==> src/rtl/inc_counter.sv <==
// inc_counter: loadable up-counter that runs from a start value to a
// programmed terminal value. It reports progress with busy, a one-cycle
// done pulse and a one-cycle wrap pulse on all-ones -> 0 rollover.
//
// Build option: define INC_COUNTER_SAT_EN to make the counter saturate.
// An all-ones count then ends the run, the count never rolls over, and
// wrap stays low.
module inc_counter #(
  parameter int DATAWIDTH = 32
) (
  input  logic                 Clk,
  input  logic                 Rst,
  input  logic                 start,
  input  logic [DATAWIDTH-1:0] base,
  input  logic [DATAWIDTH-1:0] limit,
  input  logic                 stall,
  output logic [DATAWIDTH-1:0] q,
  output logic                 busy,
  output logic                 done,
  output logic                 wrap
);

  typedef enum logic [1:0] {
    ST_IDLE = 2'd0,
    ST_RUN  = 2'd1,
    ST_DONE = 2'd2
  } state_t;

  localparam logic [DATAWIDTH-1:0] ALL_ONES = {DATAWIDTH{1'b1}};
  localparam logic [DATAWIDTH-1:0] ONE      = DATAWIDTH'(1);

  state_t                 state_r;
  logic [DATAWIDTH-1:0]   q_r;
  logic [DATAWIDTH-1:0]   limit_r;
  logic                   busy_r;
  logic                   done_r;
  logic                   wrap_r;

  logic [DATAWIDTH-1:0]   q_inc_s;
  logic                   match_s;
  logic                   at_max_s;

  // Next count and terminal-condition decode from the registered count.
  always_comb begin
    q_inc_s  = q_r + ONE;
    match_s  = (q_r == limit_r);
    at_max_s = (q_r == ALL_ONES);
  end

  // Control FSM together with the count, latched limit and output flags.
  always_ff @(posedge Clk) begin
    if (Rst) begin
      state_r <= ST_IDLE;
      q_r     <= '0;
      limit_r <= '0;
      busy_r  <= 1'b0;
      done_r  <= 1'b0;
      wrap_r  <= 1'b0;
    end else begin
      case (state_r)
        ST_IDLE: begin
          done_r <= 1'b0;
          wrap_r <= 1'b0;
          if (start) begin
            q_r     <= base;
            limit_r <= limit;
            busy_r  <= 1'b1;
            state_r <= ST_RUN;
          end else begin
            busy_r  <= 1'b0;
            state_r <= ST_IDLE;
          end
        end

        ST_RUN: begin
          if (match_s) begin
            // The limit match ends the run even when stalled.
            busy_r  <= 1'b0;
            done_r  <= 1'b1;
            wrap_r  <= 1'b0;
            state_r <= ST_DONE;
`ifdef INC_COUNTER_SAT_EN
          end else if (at_max_s) begin
            // Saturation: all-ones is terminal, so the count never rolls over.
            busy_r  <= 1'b0;
            done_r  <= 1'b1;
            wrap_r  <= 1'b0;
            state_r <= ST_DONE;
`endif
          end else if (!stall) begin
            q_r     <= q_inc_s;
            busy_r  <= 1'b1;
            done_r  <= 1'b0;
`ifdef INC_COUNTER_SAT_EN
            wrap_r  <= 1'b0;
`else
            wrap_r  <= at_max_s;
`endif
            state_r <= ST_RUN;
          end else begin
            busy_r  <= 1'b1;
            done_r  <= 1'b0;
            wrap_r  <= 1'b0;
            state_r <= ST_RUN;
          end
        end

        ST_DONE: begin
          // One-cycle completion state; start requests here are dropped.
          busy_r  <= 1'b0;
          done_r  <= 1'b0;
          wrap_r  <= 1'b0;
          state_r <= ST_IDLE;
        end

        default: begin
          busy_r  <= 1'b0;
          done_r  <= 1'b0;
          wrap_r  <= 1'b0;
          state_r <= ST_IDLE;
        end
      endcase
    end
  end

  assign q    = q_r;
  assign busy = busy_r;
  assign done = done_r;
  assign wrap = wrap_r;

endmodule

==> config.mk <==
export PLATFORM = sky130hd
export DESIGN_NAME = inc_counter
export DESIGN_NICKNAME = d
export VERILOG_FILES = /design/src/rtl/inc_counter.sv
export SDC_FILE = /design/constraint.sdc
export NUM_CORES = 1
export LEC_CHECK = 0
export CORE_UTILIZATION = 53
export DETAILED_ROUTE_END_ITERATION = 16
export PLACE_DENSITY_LB_ADDON = 0.12
export SYNTH_ARGS = -nofsm -noshare
export SYNTH_HDL_FRONTEND = slang
export SYNTH_SLANG_ARGS = --single-unit
==> constraint.sdc <==
create_clock -name Clk -period 4.8 [get_ports Clk]
set_clock_uncertainty 0.15 [all_clocks]
set_input_delay 0.96 -clock Clk [delete_from_list [all_inputs] [get_ports Clk]]
set_output_delay 0.96 -clock Clk [all_outputs]
set_load 0.005 [all_outputs]
Run 1, placement density heat map:
The bar under the picture is 20 um long. The die is cut into 9 by 9 equal tiles; dark blue is low, red is high, 0 to 100% covered.
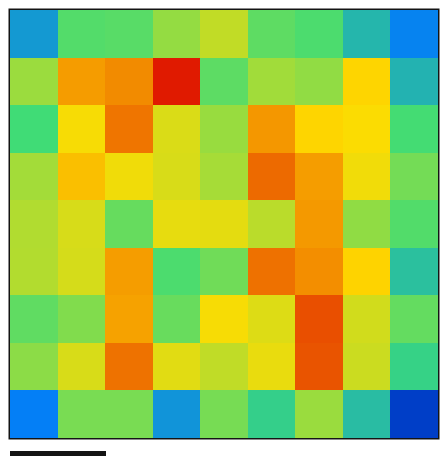
fullest tile = 97%
mean over tiles = 64%
tiles over 75% full = 24%

Run 1, M4 wires:
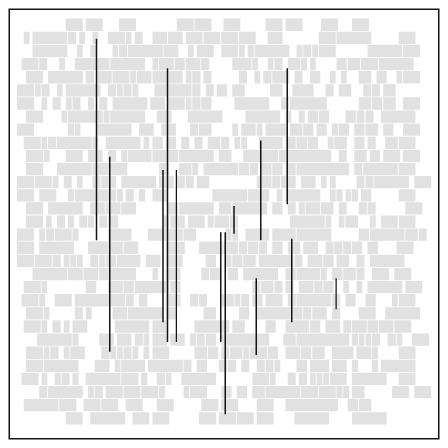
share of all routed wire = 2.9%
wire length on this layer = 357 um
nets with wire on the layer = 11
longest straight run = 56.4 um
main direction = vertical

Run 1, track usage over the die:
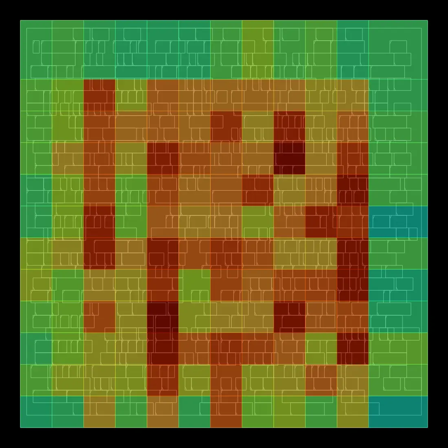
GRT met2 Usage: 49.4%
Routed WL per cell: 17.6 um

==> results_dict.tcl, run 1 <==
# collected from the flow reports
set metrics [dict create \
    status "finished clean" \
    max_slew.worst_pin.slew_ps 1080 \
    grt_pass1_wl_um 19000 \
    crit_start "stall" \
    hold_depth 2 \
    seq_area_um2 1360 \
    n_tap_cell 99 \
    r2r_start "q[0]$_SDFFE_PP0P_" \
    lay_top_count "nand2_1" \
    via_per_inst 6.13 \
    netSwitchingFraction_pct 30.9 \
    pg_clk_mw 0.632 \
    use_met3_pct 4.48 \
    adder_share_pct 0.314 \
    fp.dieW_um 88.7 \
    top_layer_used "met4" \
    cpMaxStageDelayCell "a31oi_2" \
    switchingPower_mw 0.552 \
    cts-root-buf "clkbuf_8" \
    top_area_cell "dfxtp_1" \
    timing.hold.ws_ps 318 \
    cp_slowest_stage_delay_ps 770 \
    synthFlopType "dfxtp_1" \
    antenna_found_initial 0 \
    multi_input_comb_cells 399 \
    use_met1_pct 43.5 \
    synthTopLogicFamily "simple AND/OR/NAND/NOR gates" \
    drv_cap 0 \
    leakage_nw 1.75 \
    crit_path_max_fanout 26 \
    clkbuf_count 9 \
    power.share.combinational_pct 24.7 \
    postCtsSetupRepairBufs 0 \
    n_antenna_cell 0 \
    min_path_type "register to register" \
    end_kind "register" \
    cts_made_buffers 9 \
    final_layout_size_suffix_gt1_share_pct 6.89 \
    nNonClkInverters 2 \
    clkCellAreaFrac_pct 5.08 \
    fin_crit_sh_pct 68.0 \
    top_power_group "registers" \
    mappedNetlistArea_um2 3990 \
    pre_cts_ws_ps 1250 \
    ys_ff 68 \
    io_buffer_count 102 \
    layoutNonFillerInstCount 694 \
    clk_latency_ps 350 \
    n_all_buffers 110 \
    die_h_um 88.7 \
    top_area_share_pct 34.1 \
    simple_gate_share_pct 28.6 \
    p_seq_share_pct 39.9 \
    rows 31 \
    powerSeq_mw 0.714 \
    yosysUniqueCellTypes 61 \
    overflow 0 \
    drv_slew 0 \
    cp.arrival_ps 3370 \
    htreeDepth 3 \
    fmax_mhz 306 \
    layout.nets 659 \
    clkPwrFrac_pct 35.3 \
    reg2reg_slack_ps 1830 \
    place.gp.congestion 0.871 \
    path_delay_family "AND-OR/OR-AND gates" \
    cp_num_cells 5 \
    slew_headroom_pct 27.9 \
    tns_ps 0 \
    io_pins 103 \
    final-setup-viol-count 0 \
    ys_cells 515 \
    grt_pass1_vias 3854 \
    synth.most_common_cell "nand2_1" \
    grt_usage_pct 31.9 \
    synthXorXnorAreaFrac_pct 7.03 \
    p_int_mw 1.24 \
    m1WireLength_um 5330 \
    crit_buf_inv 1 \
    critPathCapture "q[13]$_SDFFE_PP0P_" \
    critical_path_required_ps 4900 \
    syn_nets 584 \
    wl_met2_um 5650 \
    ys_seq_share_pct 34.1 \
    critical_path_class "input port to register" \
    comb_share_pct 45.2 \
    dominant_cells "combinational gates" \
]
## Run 2: what changed since run 1
--- a/config.mk
+++ b/config.mk
@@ -5,7 +5,7 @@
 export SDC_FILE = /design/constraint.sdc
 export NUM_CORES = 1
 export LEC_CHECK = 0
-export CORE_UTILIZATION = 53
+export CORE_UTILIZATION = 49
 export DETAILED_ROUTE_END_ITERATION = 16
 export PLACE_DENSITY_LB_ADDON = 0.12
 export SYNTH_ARGS = -nofsm -noshare
==> constraint.sdc (replaced) <==
create_clock -name Clk -period 3.15 [get_ports Clk]
set_clock_uncertainty 0.15 [all_clocks]
set_input_delay 0.63 -clock Clk [delete_from_list [all_inputs] [get_ports Clk]]
set_output_delay 0.63 -clock Clk [all_outputs]
set_load 0.005 [all_outputs]
Run 2, the metal 1 layer:
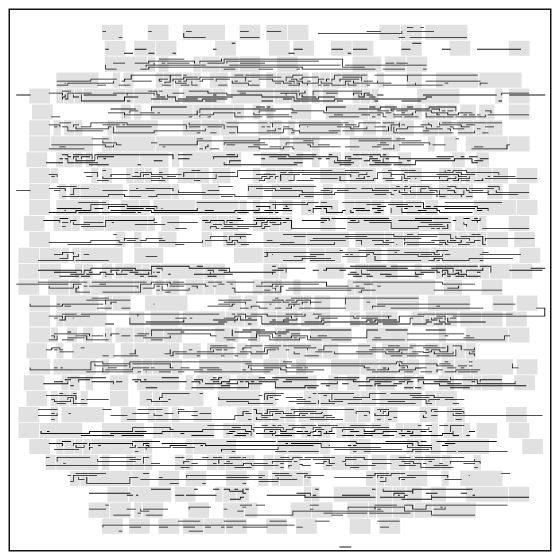
share of all routed wire = 42%
nets with wire on the layer = 585
grt met1 use: 40.9%
via total after detailed routing: 4,344
final WL: 12,500 um

Run 2, track usage over the die:
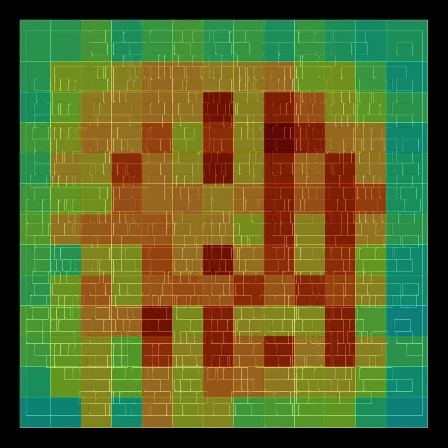
Routed WL per cell: 17.5 um
GRT met2 Usage: 45.6%
layer with the highest usage: met2
GRT met3 Usage: 4.64%
gr usage total: 29.7%

==> run 2 against run 1 <==
Synthesized cell count unchanged; global-route usage down 2.2 points; routed wire length is 2.3% higher; setup slack worse by 1100 ps; cell area increased by 2.2%; cell count increased by 3.2%; flip-flop count is the same; first-iteration DRC count is 32% higher.
==> results_dict.tcl, run 2 <==
# collected from the flow reports
set metrics [dict create \
    status "finished clean" \
    rows 32 \
    final-setup-viol-count 0 \
    top_layer_used "met4" \
    cts_tree "done" \
    n_antenna_cell 0 \
    path_delay_family "simple AND/OR/NAND/NOR gates" \
    yosysUniqueCellTypes 61 \
    overflow 0 \
    finalWorstSetupSlack_ps 460 \
    r2r_start "q[24]$_SDFFE_PP0P_" \
    m1WireLength_um 5280 \
    clkbuf_count 12 \
    crit_start "q[24]$_SDFFE_PP0P_" \
    timing.hold.ws_ps 322 \
    synthXorXnorAreaFrac_pct 7.03 \
    synthFlopType "dfxtp_1" \
    grt_pass1_vias 3879 \
    drv_slew 0 \
    syn_nets 584 \
    cts_made_buffers 9 \
    critPathCapture "q[19]$_SDFFE_PP0P_" \
    dominant_cells "combinational gates" \
    mappedNetlistArea_um2 3990 \
    adder_share_pct 0.314 \
    clkPwrFrac_pct 29.3 \
    n_tap_cell 102 \
    ys_seq_share_pct 34.1 \
    ys_area_um2 3990 \
    synthTopLogicFamily "simple AND/OR/NAND/NOR gates" \
    io_pins 103 \
    power.share.combinational_pct 29.0 \
    ys_sh_aoi_pct 22.2 \
    nNonClkInverters 2 \
    cp_num_cells 6 \
    fmax_mhz 372 \
    reg2reg_slack_ps 460 \
    ys_cells 515 \
    netSwitchingFraction_pct 32.7 \
    fin_crit_sh_pct 85.4 \
    comb_share_pct 44.3 \
    top_area_cell "dfxtp_1" \
    layoutNonFillerInstCount 716 \
    wl_met2_um 5590 \
    top_power_group "registers" \
    min_path_type "register to register" \
    switchingPower_mw 0.837 \
    final_layout_size_suffix_gt1_share_pct 9.61 \
    slew_headroom_pct 55.8 \
    synth.most_common_cell "nand2_1" \
    ys_ff 68 \
    multi_input_comb_cells 399 \
    pg_clk_mw 0.749 \
    clk_latency_ps 350 \
    io_buffer_count 102 \
    p_int_mw 1.72 \
    cp.arrival_ps 2780 \
    holdBufCountCts 0 \
    pre_cts_ws_ps 402 \
    n_all_buffers 129 \
    simple_gate_share_pct 28.6 \
    crit_path_max_fanout 20 \
    cp_slowest_stage_delay_ps 550 \
    tns_ps 0 \
    start_kind "register" \
    fp.dieW_um 92.2 \
    seq_area_um2 1360 \
    placed_area_um2 5080 \
    clkCellAreaFrac_pct 3.84 \
    leakage_nw 1.83 \
    p_seq_share_pct 41.8 \
    crit_buf_inv 0 \
    via_per_inst 6.07 \
    grt_pass1_wl_um 19600 \
    hold_depth 2 \
    critical_path_required_ps 3240 \
    top_area_share_pct 34.1 \
    cts-root-buf "clkbuf_8" \
    end_kind "register" \
    antenna_found_initial 0 \
    htreeDepth 3 \
    powerSeq_mw 1.07 \
    lay_top_count "nand2_1" \
    max_slew.worst_pin.slew_ps 663 \
    die_h_um 92.2 \
    postCtsSetupRepairBufs 0 \
]
## Run 3: what changed since run 2
--- a/config.mk
+++ b/config.mk
@@ -7,6 +7,7 @@
 export LEC_CHECK = 0
 export CORE_UTILIZATION = 49
 export DETAILED_ROUTE_END_ITERATION = 16
+export MAX_ROUTING_LAYER = met4
 export PLACE_DENSITY_LB_ADDON = 0.12
 export SYNTH_ARGS = -nofsm -noshare
 export SYNTH_HDL_FRONTEND = slang
Run 3, placement density heat map:
The bar under the picture is 20 um long. The die is cut into 9 by 9 equal tiles; dark blue is low, red is high, 0 to 100% covered.
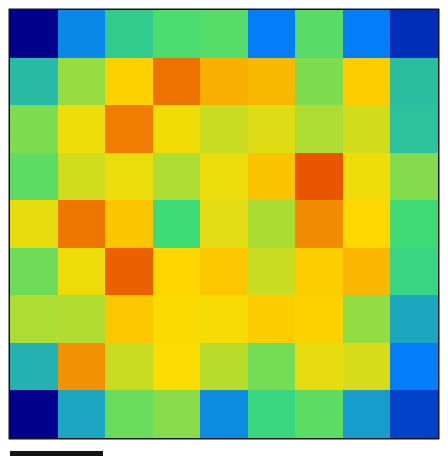
fullest tile = 90%
tiles over 75% full = 26%
nearly empty tiles = 2.5%
mean over tiles = 61%
fp util: 51.1%
core area: 7810 um2
Core Util, Final: 67.6%

Run 3, the metal 1 layer:
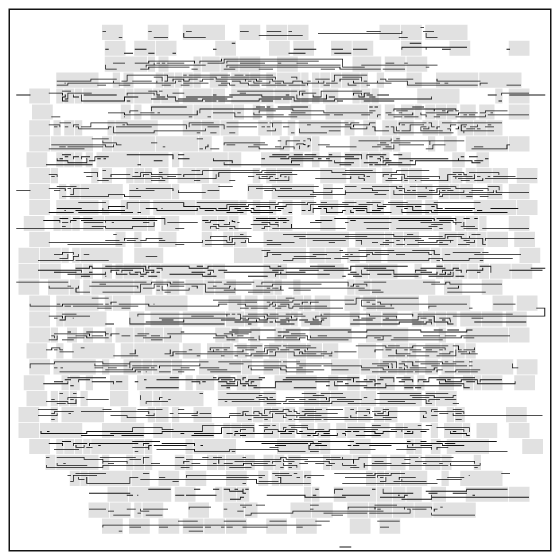
main direction = horizontal
wire length on this layer = 5,320 um
nets with wire on the layer = 583
longest straight run = 37.3 um

==> run 3 against run 2 <==
Flip-flop count stayed put; fmax is 0.69% higher; first-iteration DRC count is 17% higher.
==> results_dict.tcl, run 3 <==
# collected from the flow reports
set metrics [dict create \
    tns_ps 0 \
    mappedNetlistArea_um2 3990 \
    crit_start "q[24]$_SDFFE_PP0P_" \
    clkPwrFrac_pct 29.2 \
    htreeDepth 3 \
    holdBufCountCts 0 \
    reg2reg_slack_ps 480 \
    vias 4329 \
    synthXorXnorAreaFrac_pct 7.03 \
    rows 32 \
    fmax_mhz 374 \
    antenna_found_initial 0 \
    critPathCapture "q[19]$_SDFFE_PP0P_" \
    pg_clk_mw 0.748 \
    start_kind "register" \
    die_h_um 92.2 \
    lay_top_count "nand2_1" \
    p_int_mw 1.72 \
    crit_buf_inv 0 \
    top_area_cell "dfxtp_1" \
    clkCellAreaFrac_pct 3.84 \
    n_tap_cell 102 \
    cp.arrival_ps 2760 \
    comb_share_pct 44.3 \
    syn_nets 584 \
    simple_gate_share_pct 28.6 \
    netSwitchingFraction_pct 32.7 \
    ys_cells 515 \
    routed_wl_um 12600 \
    cts-root-buf "clkbuf_8" \
    cts_tree "done" \
    powerSeq_mw 1.07 \
    top_layer_used "met4" \
    nNonClkInverters 2 \
    min_path_type "register to register" \
    clkbuf_count 12 \
    hold_depth 2 \
    overflow 0 \
    max_slew.worst_pin.slew_ps 653 \
    path_delay_family "simple AND/OR/NAND/NOR gates" \
    avgRoutedWirePerCell_um 17.5 \
    top_area_share_pct 34.1 \
    finalWorstSetupSlack_ps 479 \
    final-setup-viol-count 0 \
    status "finished clean" \
    timing.hold.ws_ps 321 \
    ys_area_um2 3990 \
    ys_ff 68 \
    p_seq_share_pct 41.8 \
    use_met3_pct 4.48 \
    m1WireLength_um 5320 \
    cp_slowest_stage_delay_ps 550 \
    pre_cts_ws_ps 402 \
    layoutNonFillerInstCount 716 \
    crit_path_max_fanout 20 \
    use_met1_pct 41.4 \
    ys_sh_aoi_pct 22.2 \
    postCtsSetupRepairBufs 0 \
    busiest_layer "met2" \
    met2_usage_pct 45.3 \
    adder_share_pct 0.314 \
    ys_seq_share_pct 34.1 \
    critical_path_required_ps 3240 \
    cp_num_cells 6 \
    placed_area_um2 5080 \
]

## Gallery

Signal wires on met2.
image #1
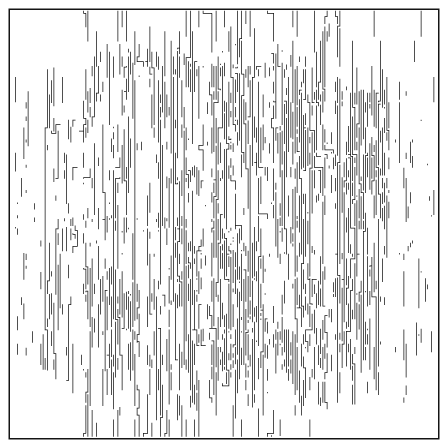
image #2
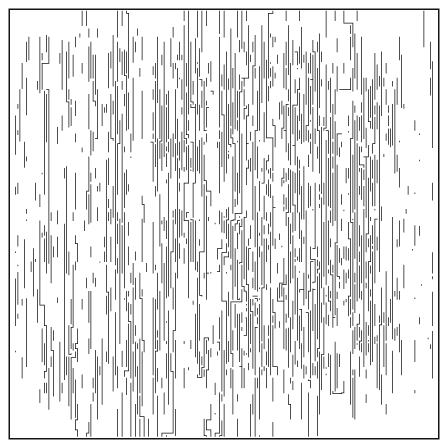
run 2: image #1
run 1: image #2

